Cell area per tile:
Scale: 3 px per um. The die is cut into 13 by 13 equal tiles; white is low, dark blue is high, 0 to 100% covered.
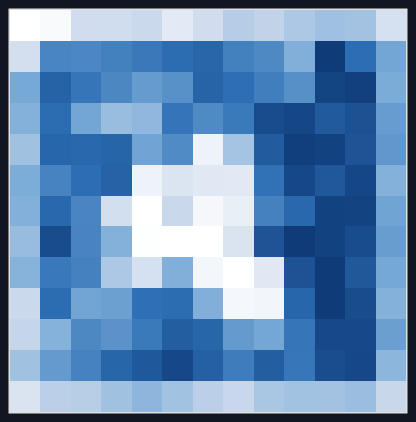
Routed clock nets over the placement:
Scale: 3 px per um.
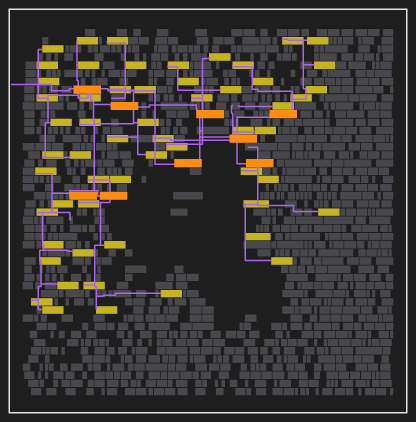
Metal 3:
Scale: 4 px per um.
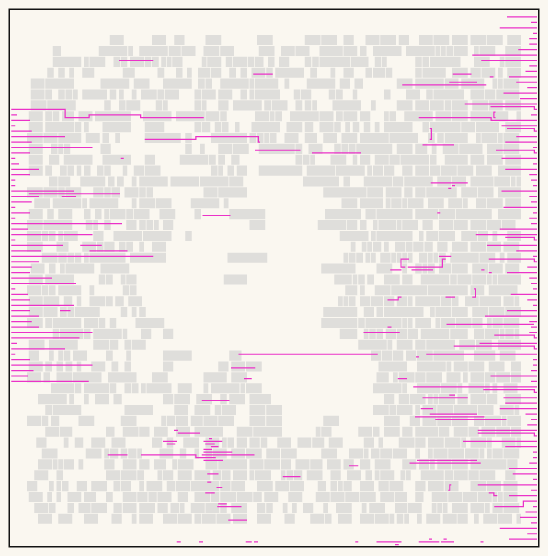
$ cat src/rtl/cache_manage_unit_pkg.sv
// rtl/cache_manage_unit_pkg.sv - shared state encodings and address field geometry for the cache manager
package cache_manage_unit_pkg;

  // Controller states: idle/hit service, victim write-back, line refill, retry settle.
  typedef enum logic [1:0] {
    S_IDLE = 2'd0,
    S_BACK = 2'd1,
    S_FILL = 2'd2,
    S_WAIT = 2'd3
  } state_t;

  // Address geometry: {tag, set index, word-in-line, byte offset}.
  localparam int CMU_ADDR_BITS  = 32;
  localparam int CMU_TAG_BITS   = 23;
  localparam int CMU_LINE_WORDS = 4;
  localparam int BYTE_OFS_BITS  = 2;

endpackage

$ cat src/rtl/cache_manage_unit.sv
// rtl/cache_manage_unit.sv - CPU-to-cache controller with dirty write-back and line refill
module cache_manage_unit
  import cache_manage_unit_pkg::*;
#(
  parameter int ADDR_BITS  = CMU_ADDR_BITS,
  parameter int TAG_BITS   = CMU_TAG_BITS,
  parameter int LINE_WORDS = CMU_LINE_WORDS
) (
  input  logic                 clk,
  input  logic                 rst,
  input  logic                 en_r,
  input  logic                 en_w,
  input  logic [ADDR_BITS-1:0] addr_rw,
  input  logic [2:0]           u_b_h_w,
  input  logic [31:0]          data_w,
  output logic [31:0]          data_r,
  output logic                 stall,
  output logic [6:0]           cache_req_o,
  output logic [ADDR_BITS-1:0] cache_addr_o,
  output logic [31:0]          cache_din_o,
  input  logic                 cache_hit_i,
  input  logic                 cache_valid_i,
  input  logic                 cache_dirty_i,
  input  logic [TAG_BITS-1:0]  cache_tag_i,
  input  logic [31:0]          cache_dout_i,
  output logic                 mem_cs_o,
  output logic                 mem_we_o,
  output logic [ADDR_BITS-1:0] mem_addr_o,
  output logic [31:0]          mem_data_o,
  input  logic [31:0]          mem_data_i,
  input  logic                 mem_ack_i
);

  localparam int WC_BITS  = $clog2(LINE_WORDS);
  localparam int IDX_BITS = ADDR_BITS - TAG_BITS - WC_BITS - BYTE_OFS_BITS;
  localparam logic [WC_BITS-1:0] LAST_WORD = WC_BITS'(LINE_WORDS - 1);

  state_t               state, state_nx;
  logic [WC_BITS-1:0]   word_cnt, word_cnt_nx;
  logic                 primed, primed_nx;
  logic                 checked, checked_nx;
  logic [TAG_BITS-1:0]  victim_tag, victim_tag_nx;
  logic [TAG_BITS-1:0]  req_tag, req_tag_nx;
  logic [IDX_BITS-1:0]  idx, idx_nx;
  logic                 c_load, c_store, c_edit;
  logic                 last_word;

  function automatic logic [ADDR_BITS-1:0] line_addr(input logic [TAG_BITS-1:0] tag,
                                                     input logic [IDX_BITS-1:0] set_idx,
                                                     input logic [WC_BITS-1:0]  wc);
    return {tag, set_idx, wc, {BYTE_OFS_BITS{1'b0}}};
  endfunction

  assign last_word = (word_cnt == LAST_WORD);

  // State, word counter, priming flag and the latched miss context.
  always_ff @(posedge clk) begin
    if (rst) begin
      state      <= S_IDLE;
      word_cnt   <= '0;
      primed     <= 1'b0;
      checked    <= 1'b0;
      victim_tag <= '0;
      req_tag    <= '0;
      idx        <= '0;
    end else begin
      state      <= state_nx;
      word_cnt   <= word_cnt_nx;
      primed     <= primed_nx;
      checked    <= checked_nx;
      victim_tag <= victim_tag_nx;
      req_tag    <= req_tag_nx;
      idx        <= idx_nx;
    end
  end

  // Next-state and all cache/memory/CPU outputs; outputs are forced quiet while in reset.
  always_comb begin
    state_nx      = state;
    word_cnt_nx   = word_cnt;
    primed_nx     = primed;
    checked_nx    = checked;
    victim_tag_nx = victim_tag;
    req_tag_nx    = req_tag;
    idx_nx        = idx;
    c_load        = 1'b0;
    c_store       = 1'b0;
    c_edit        = 1'b0;
    cache_addr_o  = addr_rw;
    cache_din_o   = data_w;
    data_r        = '0;
    stall         = 1'b0;
    mem_cs_o      = 1'b0;
    mem_we_o      = 1'b0;
    mem_addr_o    = '0;
    mem_data_o    = '0;

    case (state)
      S_IDLE: begin
        c_load = en_r;
        if (en_r || en_w) begin
          if (!checked) begin
            // Flags for this address are not back from the cache yet.
            stall      = 1'b1;
            checked_nx = 1'b1;
          end else begin
            checked_nx = 1'b0;
            if (cache_hit_i) begin
              data_r = cache_dout_i;
              c_edit = en_w;
            end else begin
              stall         = 1'b1;
              victim_tag_nx = cache_tag_i;
              req_tag_nx    = addr_rw[ADDR_BITS-1 -: TAG_BITS];
              idx_nx        = addr_rw[BYTE_OFS_BITS+WC_BITS +: IDX_BITS];
              word_cnt_nx   = '0;
              primed_nx     = 1'b0;
              state_nx      = (cache_valid_i && cache_dirty_i) ? S_BACK : S_FILL;
            end
          end
        end else begin
          checked_nx = 1'b0;
        end
      end

      S_BACK: begin
        // load=0 makes the cache present the LRU way, i.e. the victim line.
        stall        = 1'b1;
        cache_addr_o = line_addr('0, idx, word_cnt);
        if (!primed) begin
          primed_nx = 1'b1;
        end else begin
          mem_cs_o   = 1'b1;
          mem_we_o   = 1'b1;
          mem_addr_o = line_addr(victim_tag, idx, word_cnt);
          mem_data_o = cache_dout_i;
          if (mem_ack_i) begin
            word_cnt_nx = word_cnt + WC_BITS'(1);
            primed_nx   = 1'b0;
            if (last_word) state_nx = S_FILL;
          end
        end
      end

      S_FILL: begin
        stall        = 1'b1;
        mem_cs_o     = 1'b1;
        mem_addr_o   = line_addr(req_tag, idx, word_cnt);
        cache_addr_o = line_addr(req_tag, idx, word_cnt);
        if (mem_ack_i) begin
          c_store     = 1'b1;
          cache_din_o = mem_data_i;
          word_cnt_nx = word_cnt + WC_BITS'(1);
          if (last_word) state_nx = S_WAIT;
        end
      end

      S_WAIT: begin
        // Re-present the CPU address so the retry in S_IDLE sees fresh flags.
        stall      = 1'b1;
        c_load     = en_r;
        checked_nx = 1'b1;
        state_nx   = S_IDLE;
      end

      default: state_nx = S_IDLE;
    endcase

    cache_req_o = {c_load, c_store, c_edit, 1'b0, u_b_h_w};

    if (rst) begin
      cache_req_o  = '0;
      cache_addr_o = '0;
      cache_din_o  = '0;
      data_r       = '0;
      stall        = 1'b0;
      mem_cs_o     = 1'b0;
      mem_we_o     = 1'b0;
      mem_addr_o   = '0;
      mem_data_o   = '0;
    end
  end

endmodule

$ cat config.mk
export PLATFORM = sky130hd
export DESIGN_NAME = cache_manage_unit
export DESIGN_NICKNAME = d
export VERILOG_FILES = /design/src/rtl/cache_manage_unit_pkg.sv /design/src/rtl/cache_manage_unit.sv
export SDC_FILE = /design/constraint.sdc
export NUM_CORES = 1
export LEC_CHECK = 0
export ABC_AREA = 1
export CAP_MARGIN = 30
export CORE_AREA = 4 4 128 130
export CTS_BUF_LIST = sky130_fd_sc_hd__clkbuf_8 sky130_fd_sc_hd__clkbuf_16
export DETAILED_ROUTE_END_ITERATION = 6
export DIE_AREA = 0 0 132 134
export GPL_TIMING_DRIVEN = 0
export PLACE_DENSITY = 0.7
export REMOVE_ABC_BUFFERS = 1
export SYNTH_ARGS = -nofsm -noshare
export SYNTH_HDL_FRONTEND = slang
export SYNTH_SLANG_ARGS = --single-unit
export TNS_END_PERCENT = 100
$ cat constraint.sdc
create_clock -name clk -period 1.65 [get_ports clk]
set_input_delay 0.165 -clock clk [delete_from_list [all_inputs] [get_ports clk]]
set_output_delay 0.165 -clock clk [all_outputs]
set_load 0.02 [all_outputs]
==> run summary <==
Yosys chip area -> 4020 um^2
Synth mux share -> 0%
Synth Area in Adders -> 2.49%
Max Cap Viol -> 0
Clk_buf instances -> 10
Switching pwr -> 0.00452 W
Power consumption -> 0.0103 W
Top FF cell, synth -> dfxtp_1
Core ar. -> 15100 um^2
EDFF count, synth -> 0
Status -> finished with violations
Leak -> 4.20 nW
Inverters -> 108
Critical path arrival -> 1.99 ns
Worst setup margin -> -0.501 ns
Metal-1 WL -> 9760 um
Cell-internal power -> 0.00578 W
Path depth of the worst reg2reg path -> 9
Mapped Area -> 4020 um^2
Yosys aoi share -> 22.3%
DRT Pass-1 Iters -> 5
Reg area -> 1150 um^2
Total global-route track usage -> 22.7%
Logic area -> 3560 um^2
Met2 WL -> 12900 um
Met2 Use GR -> 39.9%
CTS Buffer Depth -> 2
CP endpoint -> cache_addr_o[3]
Ys flops -> 57
Failing checks -> negative setup slack
Crit path kind -> reg2out
CTS Sinks -> 57
Max_slew headroom -> 53.7%
Worst-path cell chain -> inv_6 > ha_4 > inv_16 > nor2_8 > buf_12 > inv_12 > o31ai_4 > buf_6
Met1 usage -> 26.9%
Required @ worst endpoint -> 1.48 ns
Comb pwr share -> 62.8%
Clock-cell share -> 3.23%
Antenna diodes -> 0
Count leader, synth -> nor2_1
Final cell count without fillers -> 1246
# setup viols final -> 207
Setup_tns -> -65.18 ns
Power in sequential cells -> 0.00182 W
Die X -> 132 um
Notes on 'cell area per tile' above:
- emptiest ninth of the die: centre
- mean over tiles: 55%
- fullest tile: 96%
- densest ninth of the die: east
- nearly empty tiles: 3.6%

Notes on 'routed clock nets over the placement' above:
- purple: clock wires (length 924 um)
- orange: cells driving clock nets (count 9)
- yellow: flip-flops (count 57)
- routed clock nets: 10

Notes on 'metal 3' above:
- wire length on this layer: 1590 um
- main direction: horizontal

No activity file was given, so power comes from the tool's default toggle rates.
